==> src/rtl/topk_serializer.sv <==
// topk_serializer: captures a sorted K x 16 vector and replays it one element per beat, largest first.
// Define TOPK_SER_OVERLAP_EN to let the final beat of one frame and the load of the next share a cycle.
module topk_serializer #(
  parameter int K       = 8,
  parameter int sortdir = 0
) (
  input  logic                   clk,
  input  logic                   rst,
  input  logic                   in_valid,
  output logic                   in_ready,
  input  logic signed [K*16-1:0] in_data,
  output logic                   out_valid,
  input  logic                   out_ready,
  output logic signed [15:0]     out_data,
  output logic [$clog2(K)-1:0]   out_idx,
  output logic                   out_last,
  output logic                   busy,
  output logic [15:0]            frame_cnt
);

  localparam int IW = $clog2(K);
  localparam logic [IW-1:0] LAST_RANK = IW'(K - 1);

  typedef enum logic {IDLE, SEND} state_t;

  state_t          r_state;
  logic [IW-1:0]   r_rank;
  logic [K*16-1:0] r_vec;
  logic [15:0]     r_frame_cnt;

  logic            w_send;
  logic            w_at_last;
  logic            w_out_fire;
  logic            w_in_fire;
  logic [IW-1:0]   w_lane;

  assign w_send     = (r_state == SEND);
  assign w_at_last  = (r_rank == LAST_RANK);
  assign w_out_fire = w_send && out_ready;

`ifdef TOPK_SER_OVERLAP_EN
  assign in_ready = !w_send || (out_ready && w_at_last);
`else
  assign in_ready = !w_send;
`endif

  assign w_in_fire = in_valid && in_ready;

  // Rank 0 is always the maximum, so ascending input is read from the top lane down.
  assign w_lane = (sortdir != 0) ? r_rank : (LAST_RANK - r_rank);

  assign out_valid = w_send;
  assign busy      = w_send;
  assign out_data  = w_send ? r_vec[{w_lane, 4'b0000} +: 16] : '0;
  assign out_idx   = r_rank;
  assign out_last  = w_send && w_at_last;
  assign frame_cnt = r_frame_cnt;

  always_ff @(posedge clk) begin
    if (rst) begin
      r_state     <= IDLE;
      r_rank      <= '0;
      r_vec       <= '0;
      r_frame_cnt <= '0;
    end else begin
      case (r_state)
        IDLE: begin
          if (w_in_fire) begin
            r_vec   <= in_data;
            r_rank  <= '0;
            r_state <= SEND;
          end
        end
        SEND: begin
          if (w_out_fire) begin
            if (w_at_last) begin
              r_frame_cnt <= r_frame_cnt + 16'd1;
              r_rank      <= '0;
              r_state     <= IDLE;
`ifdef TOPK_SER_OVERLAP_EN
              if (w_in_fire) begin
                r_vec   <= in_data;
                r_state <= SEND;
              end
`endif
            end else begin
              r_rank <= r_rank + IW'(1);
            end
          end
        end
        default: r_state <= IDLE;
      endcase
    end
  end

endmodule

==> config.mk <==
export PLATFORM = sky130hd
export DESIGN_NAME = topk_serializer
export DESIGN_NICKNAME = d
export VERILOG_FILES = /design/src/rtl/topk_serializer.sv
export SDC_FILE = /design/constraint.sdc
export NUM_CORES = 1
export LEC_CHECK = 0
export CORE_ASPECT_RATIO = 1.4
export CORE_MARGIN = 4
export CORE_UTILIZATION = 44
export DETAILED_ROUTE_END_ITERATION = 8
export PLACE_DENSITY = 0.74
export SLEW_MARGIN = 20
export SYNTH_ARGS = -nofsm -noshare
export SYNTH_HDL_FRONTEND = slang
export SYNTH_SLANG_ARGS = --single-unit
==> constraint.sdc <==
create_clock -name clk -period 1.9 [get_ports clk]
set_clock_uncertainty 0.1 [all_clocks]
set_input_delay 0.285 -clock clk [delete_from_list [all_inputs] [get_ports clk]]
set_output_delay 0.285 -clock clk [all_outputs]
set_load 0.01 [all_outputs]
Run 1, metal 1:
The bar under the picture is 20 µm long. Cells faint in the background.
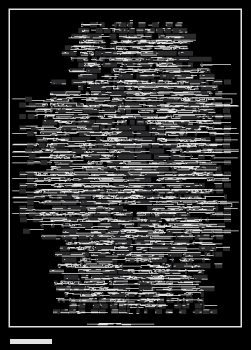
longest straight run = 39.1 µm
share of all routed wire = 43%
wire length on this layer = 8120 µm
main direction = horizontal
nets with wire on the layer = 954
total wire length: 18.8 mm
via count: 5884

Run 1, the metal 2 layer:
Cells faint in the background.
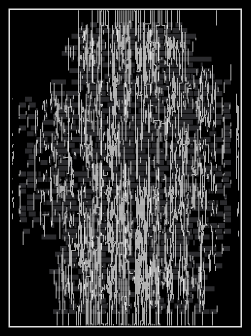
longest straight run = 51.7 µm
share of all routed wire = 47%
met2 Resource Use GR: 35.4%

Run 1, the metal 3 layer:
The bar under the picture is 20 µm long. Cells faint in the background.
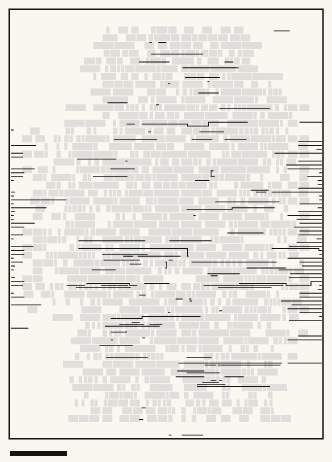
longest straight run = 38.0 µm
wire length on this layer = 1420 µm
main direction = horizontal
share of all routed wire = 7.6%
M3 GR Usage: 5.14%

Run 1, cell outlines without signal wires:
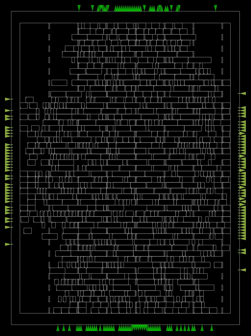
Well Taps: 185
Post-Layout Cell Count: 1114
FP Rows: 51
Util after Layout: 66.6%

==> flow_summary.yaml, run 1 <==
# implementation run metrics
run_status:
  outcome: "finished with violations"
  violations: "negative setup slack"
routing:
  ant_nets: 0
  wl_met1_mm: 8.12
  via_per_inst: 5.28
  wl_per_cell_um: 16.9
  drc_errors: 0
  first_pass_iters: 5
  wl_met3_mm: 1.42
  highest_layer: "met4"
  wl_met2_mm: 8.83
logic_synthesis:
  top_cells_by_area: "dfxtp_1, nand2_1, mux4_2, a21oi_1, mux2i_1"
  yosysUniqueCellTypes: 35
  xor_area_share_pct: 1.25
  ys_dominant_reg_cell: "dfxtp_1"
  yosys-top-cells-count: "nand2_1, dfxtp_1, a21oi_1"
  edf_count: 0
  synthAdderAreaFrac_pct: 0.594
  syn_area_um2: 6320
  synth_cells: 740
  seq_area_frac_synth_pct: 46.9
  avgSynthCellArea_um2: 8.54
  synth_flops: 148
  ys.warnings.count: 0
  ys_sh_simple_pct: 20.8
  ys_async_sr_fraction_pct: 0
  ys_sh_aoi_pct: 11.3
  top_logic_kind: "simple AND/OR/NAND/NOR gates"
  yosys-stat-area_um2: 6320
  fp_nets: 875
  ys_cells: 740
  largest_area_cell: "dfxtp_1"
  top_area_share_pct: 46.9
  synth_top_cell_by_count: "nand2_1"
  ys_sh_mux_pct: 14.7
place:
  dp.final_hpwl_mm: 12.9
  placed_area_um2: 8400
  placedCellCount: 1069
  dp_slack_ns: -0.287
  io_buffer_count: 170
  place.gp.congestion: 0.873
sta:
  finalWorstSetupSlack_ns: -0.425
  layout_min_cycle_time_ns: 2.32
  rsz0062_at_grt: "yes"
  setup_viol_count_final: 29
  fin_hold_ws_ns: 0.185
  worst_pin_slew_ns: 0.365
  slew_violations: 0
  finalCritPeriodShare_pct: 122
  max_freq_mhz: 430
  tns_ns: -7.12
  hold_viol: 0
  relSlewSlack_pct: 75.6
power_and_ir_drop:
  clkPwrFrac_pct: 46.3
  p_leak_nw: 3.49
  p_total_mw: 8.00
  peakVddDrop_v: 0.000486
  clock_power_mw: 3.70
  internal_power_mw: 6.19
  powerComb_uw: 938
  power_density_nw_per_um2: 860
  pwr-share-seq_pct: 42.0
  switching_share_pct: 22.6
  p_switching_mw: 1.81
  maxPowerGroup: "clock"
  p_seq_mw: 3.36
final_layout:
  clkbuf_count: 21
  buf_share_pct: 23.7
  area_delta_synth_final_pct: 47.4
  n_fill_cell: 1044
  largest_register_ffs: 128
  lay_top_cells: "nand2_1, dfxtp_1, clkdlybuf4s50_1"
  nNetsFinal: 1050
  inv_count: 3
  buffers: 215
  seq_share_pct: 31.9
  largestClassByArea: "multi-input combinational cells"
  num_antenna_cells: 1
  final_area_um2: 9310
  seqCellArea_um2: 2970
  clock_area_share_pct: 7.07
  layout.cells.most_common: "nand2_1"
  logic_area_um2: 3230
  comb_share_pct: 34.7
  nFlopsAndLatches: 148
  comb_cells: 530
  top_register: "r_vec"
  layout-drive-gt1-share_pct: 16.7
setup_path:
  r2r_cells: 9
  crit_top_cell: "buf_12"
  critical-path-top-delay-family: "multiplexers"
  r2r-start: "out_idx[0]"
  crit_cells: 6
  critical-path-max-stage-delay_ns: 0.50
  critPathBufInv: 3
  cp_max_fo: 5
  cp_cell_sequence: "buf_12 -> buf_12 -> mux4_2 -> mux2i_1 -> nor2_1 -> buf_2"
  crit_slowest_cell: "mux4_2"
  worstSetupEndpoint: "out_data[10]"
  endpoint_kind: "output port"
  r2r_slack_ns: -0.21
  worstSetupPathType: "reg -> out"
  startpoint_type: "register"
  arrival_ns: 1.94
  worstSetupStartpoint: "out_idx[0]"
worst_hold_path:
  min_to: "frame_cnt[12]"
  worstHoldPathCells: 3
  hp-start: "rst"
  hold_path.class: "in -> reg"
clock_tree:
  htree_num_levels: 4
  postCtsSetupBuffers: 8
  cts_sinks: 148
  cts_hold_buf: 0
  cts_tree: "done"
  cts_buffer_depth: 2
  cts.clk_slew.worst_paths_ns: 0.06
  insertion_delay_ns: 0.42
  root_buffer: "clkbuf_16"
  cts_buffers: 17
  cts_resized: 90
run:
  warnings: 28
  maxCapViolations: 0
die:
  core_um2: 14000
  pin_count: 171
  die_x_um: 109
  chipArea_um2: 16400
  fp_util_pct: 45.2
grt:
  grt_pass1_vias: 5813
  track_usage_pct: 23.1
  antenna_found_initial: 1
  use_met1_pct: 31.3
  grt_max_degree: 73
  busiest_layer: "met2"
  grt_pass1_wl_mm: 29.3
  grt_overflow_total: 0
Run 1, register map, names as in the netlist:
Other sequential cells in the stronger grey, the rest of the logic in the fainter grey.
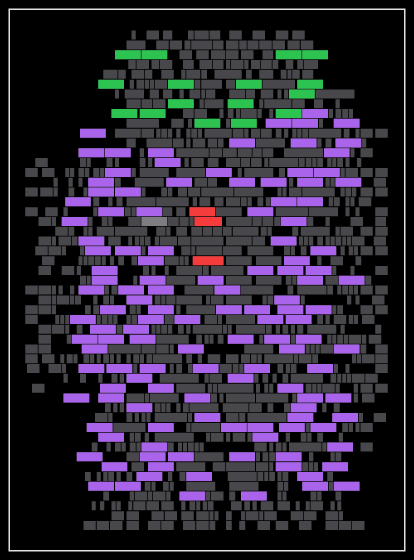

## Run 2: what changed since run 1
--- a/config.mk
+++ b/config.mk
@@ -7,9 +7,9 @@
 export LEC_CHECK = 0
 export CORE_ASPECT_RATIO = 1.4
 export CORE_MARGIN = 4
-export CORE_UTILIZATION = 44
+export CORE_UTILIZATION = 52
 export DETAILED_ROUTE_END_ITERATION = 8
-export PLACE_DENSITY = 0.74
+export PLACE_DENSITY = 0.82
 export SLEW_MARGIN = 20
 export SYNTH_ARGS = -nofsm -noshare
 export SYNTH_HDL_FRONTEND = slang
==> constraint.sdc (replaced) <==
create_clock -name clk -period 2.7 [get_ports clk]
set_clock_uncertainty 0.1 [all_clocks]
set_input_delay 0.405 -clock clk [delete_from_list [all_inputs] [get_ports clk]]
set_output_delay 0.405 -clock clk [all_outputs]
set_load 0.01 [all_outputs]
Run 2, register map, names as in the netlist:
Other sequential cells in the stronger grey, the rest of the logic in the fainter grey.
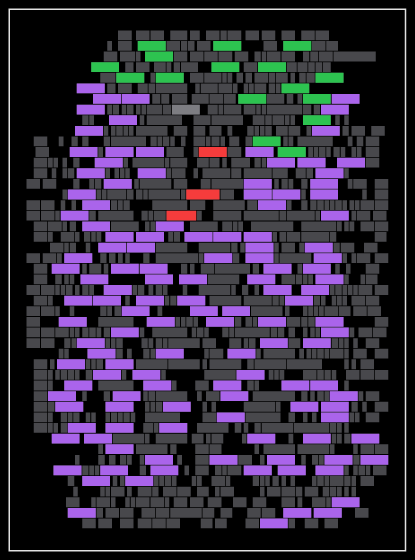
purple -> `r_vec`  # placed flops 128
green -> `frame_cnt`  # placed flops 16
red -> `out_idx`  # placed flops 3
not coloured = 1
Seq group: 2.37 mW
flop share of the area: 33.8%
Flop area: 2970 µm²
Util after Layout: 74.0%

==> flow_summary.yaml, run 2 <==
# implementation run metrics
power_and_ir_drop:
  internal_power_mw: 4.19
  maxPowerGroup: "clock"
  clock_power_mw: 2.47
  power_density_nw_per_um2: 621
  powerComb_uw: 621
  p_leak_nw: 3.28
  pwr-share-seq_pct: 43.4
  switching_share_pct: 23.2
  p_total_mw: 5.46
  clkPwrFrac_pct: 45.2
logic_synthesis:
  edf_count: 0
  top_area_share_pct: 46.9
  synth_top_cell_by_count: "nand2_1"
  syn_area_um2: 6320
  yosys-stat-area_um2: 6320
  yosysUniqueCellTypes: 35
  top_cells_by_area: "dfxtp_1, nand2_1, mux4_2, a21oi_1, mux2i_1"
  avgSynthCellArea_um2: 8.54
  ys_sh_mux_pct: 14.7
  largest_area_cell: "dfxtp_1"
  yosys-top-cells-count: "nand2_1, dfxtp_1, a21oi_1"
  ys_async_sr_fraction_pct: 0
  xor_area_share_pct: 1.25
  seq_area_frac_synth_pct: 46.9
  ys_dominant_reg_cell: "dfxtp_1"
  ys.warnings.count: 0
  synth_cells: 740
  synthAdderAreaFrac_pct: 0.594
  ys_sh_simple_pct: 20.8
  top_logic_kind: "simple AND/OR/NAND/NOR gates"
  ys_cells: 740
  ys_sh_aoi_pct: 11.3
  synth_flops: 148
sta:
  worst_pin_slew_ns: 0.495
  finalWorstSetupSlack_ns: 0.105
  relSlewSlack_pct: 67.0
  finalCritPeriodShare_pct: 96.1
  setup_viol_count_final: 0
  fin_hold_ws_ns: 0.327
  rsz0062_at_grt: "no"
  max_freq_mhz: 385
  slew_violations: 0
  layout_min_cycle_time_ns: 2.59
  hold_viol: 0
  tns_ns: 0
clock_tree:
  root_buffer: "clkbuf_16"
  cts_sinks: 148
  cts_tree: "done"
  cts_hold_buf: 0
  cts.clk_slew.worst_paths_ns: 0.06
  cts_resized: 15
  cts_buffer_depth: 2
  insertion_delay_ns: 0.42
  cts_buffers: 17
  htree_num_levels: 4
  postCtsSetupBuffers: 0
routing:
  highest_layer: "met4"
  routed_wl_mm: 18.7
  ant_nets: 0
  wl_met3_mm: 1.64
  first_pass_iters: 5
  wl_met1_mm: 7.76
  wl_met2_mm: 8.67
  via_per_inst: 5.69
  wl_per_cell_um: 17.9
final_layout:
  num_antenna_cells: 0
  largestClassByArea: "multi-input combinational cells"
  buffers: 186
  layout.cells.most_common: "nand2_1"
  comb_share_pct: 35.1
  comb_cells: 530
  n_fill_cell: 812
  largest_register_ffs: 128
  logic_area_um2: 3080
  fin_cells: 1045
  buf_share_pct: 21.8
  lay_top_cells: "nand2_1, clkdlybuf4s50_1, dfxtp_1"
  area_delta_synth_final_pct: 39.1
  inv_count: 3
  nFlopsAndLatches: 148
  nNetsFinal: 1021
  top_register: "r_vec"
  final_area_um2: 8780
  layout-drive-gt1-share_pct: 10.0
  clock_area_share_pct: 7.06
grt:
  grt_pass1_wl_mm: 29.5
  use_met1_pct: 36.6
  antenna_found_initial: 0
  grt_max_degree: 77
  grtUsageMet3_pct: 6.00
  track_usage_pct: 26.7
  grt_pass1_vias: 5764
  gr-usage-met2_pct: 40.7
  grt_overflow_total: 0
  busiest_layer: "met2"
setup_path:
  crit_slowest_cell: "mux4_2"
  critical-path-max-stage-delay_ns: 0.55
  reg2reg_to: "frame_cnt[13]"
  crit_cells: 5
  startpoint_type: "register"
  worstSetupPathType: "reg -> out"
  worstSetupStartpoint: "out_idx[0]"
  critical-path-top-delay-family: "multiplexers"
  cp_cell_sequence: "buf_12 -> mux4_2 -> mux2i_1 -> nor2_1 -> dlygate4sd2_1"
  r2r-start: "out_idx[1]"
  worstSetupEndpoint: "out_data[11]"
  cp_max_fo: 24
  r2r_cells: 6
  critPathBufInv: 2
  arrival_ns: 2.09
place:
  placed_area_um2: 8150
  place.gp.congestion: 0.854
  dp_slack_ns: 0.359
  placedCellCount: 1014
  dp.final_hpwl_mm: 13.1
  io_buffer_count: 170
worst_hold_path:
  min_to: "frame_cnt[6]"
  hold_path.class: "in -> reg"
  worstHoldPathCells: 2
  hp-start: "rst"
die:
  pin_count: 171
  row_count: 47
  die_x_um: 101
  fp_util_pct: 53.2
  well_tap_count: 147
  core_um2: 11900
run_status:
  outcome: "completed"
run:
  warnings: 27
Run 2, metal 1:
The bar under the picture is 20 µm long. Cells faint in the background.
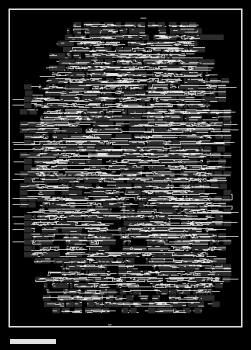

## Run 3: what changed since run 2
--- a/config.mk
+++ b/config.mk
@@ -6,7 +6,7 @@
 export NUM_CORES = 1
 export LEC_CHECK = 0
 export CORE_ASPECT_RATIO = 1.4
-export CORE_MARGIN = 4
+export CORE_MARGIN = 5
 export CORE_UTILIZATION = 52
 export DETAILED_ROUTE_END_ITERATION = 8
 export PLACE_DENSITY = 0.82
Run 3, metal 1:
The bar under the picture is 20 µm long. Cells faint in the background.
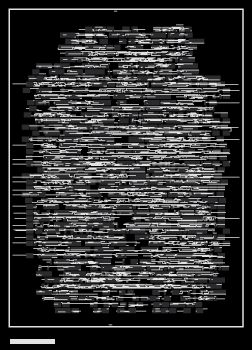
via count: 5855
total wire length: 18.9 mm
met1 Use GR: 35.9%

==> flow_summary.yaml, run 3 <==
# implementation run metrics
final_layout:
  fin_cells: 1044
  nNetsFinal: 1019
  seqCellArea_um2: 2970
  layout.cells.most_common: "nand2_1"
  seq_share_pct: 34.0
  clock_area_share_pct: 6.53
  buffers: 184
  num_antenna_cells: 0
  inv_count: 3
  buf_share_pct: 21.8
  largest_register_ffs: 128
  post-route-util_pct: 73.4
  n_fill_cell: 863
  nFlopsAndLatches: 148
  top_register: "r_vec"
power_and_ir_drop:
  clock_power_mw: 2.28
  p_total_mw: 5.27
  p_leak_nw: 3.23
  switching_share_pct: 24.4
  internal_power_mw: 3.98
clock_tree:
  cts_tree: "done"
  cts_buffers: 17
  cts_resized: 16
  cts_buffer_depth: 2
  postCtsSetupBuffers: 0
  cts_sinks: 148
  htree_num_levels: 4
  root_buffer: "clkbuf_16"
  insertion_delay_ns: 0.41
logic_synthesis:
  ys_sh_aoi_pct: 11.3
  ys.warnings.count: 0
  top_cells_by_area: "dfxtp_1, nand2_1, mux4_2, a21oi_1, mux2i_1"
  edf_count: 0
  top_area_share_pct: 46.9
  largest_area_cell: "dfxtp_1"
  yosys-stat-area_um2: 6320
  synth_flops: 148
  ys_sh_mux_pct: 14.7
  ys_async_sr_fraction_pct: 0
  synth_cells: 740
  synth_top_cell_by_count: "nand2_1"
  xor_area_share_pct: 1.25
  ys_sh_simple_pct: 20.8
  seq_area_frac_synth_pct: 46.9
  synthAdderAreaFrac_pct: 0.594
  yosys-top-cells-count: "nand2_1, dfxtp_1, a21oi_1"
  top_logic_kind: "simple AND/OR/NAND/NOR gates"
  avgSynthCellArea_um2: 8.54
  syn_area_um2: 6320
place:
  dp.final_hpwl_mm: 13.4
  io_buffer_count: 170
  dp_slack_ns: 0.364
  place.gp.congestion: 0.920
setup_path:
  arrival_ns: 2.09
  startpoint_type: "register"
  worstSetupEndpoint: "out_data[15]"
  cp_cell_sequence: "buf_12 -> mux4_2 -> mux2i_1 -> nor2_1 -> dlygate4sd2_1"
  worstSetupStartpoint: "out_idx[0]"
  r2r-start: "out_idx[0]"
  critical-path-max-stage-delay_ns: 0.53
  cp_max_fo: 22
  critPathBufInv: 2
  worstSetupPathType: "reg -> out"
  crit_slowest_cell: "mux4_2"
  r2r_cells: 6
die:
  row_count: 47
  fp_util_pct: 53.2
  well_tap_count: 147
  pin_count: 171
  die_x_um: 103
routing:
  ant_nets: 0
  wl_met3_mm: 1.56
  first_pass_iters: 5
  via_per_inst: 5.61
  wl_per_cell_um: 18.1
  wl_met1_mm: 7.84
sta:
  fin_hold_ws_ns: 0.357
  hold_viol: 0
  slew_violations: 0
  rsz0062_at_grt: "no"
  tns_ns: 0
  layout_min_cycle_time_ns: 2.59
  finalCritPeriodShare_pct: 96.0
  setup_viol_count_final: 0
  relSlewSlack_pct: 59.9
grt:
  track_usage_pct: 26.2
  grtUsageMet3_pct: 6.67
  grt_overflow_total: 0
  gr-usage-met2_pct: 39.8
  busiest_layer: "met2"
  grt_pass1_vias: 5791
run_status:
  outcome: "completed"
worst_hold_path:
  hp-start: "r_vec[43]"
  min_to: "r_vec[43]"
  worstHoldPathCells: 2
  hold_path.class: "reg -> reg"
run:
  warnings: 29
Power figures rest on the tool's default switching activity, not on a simulated workload.
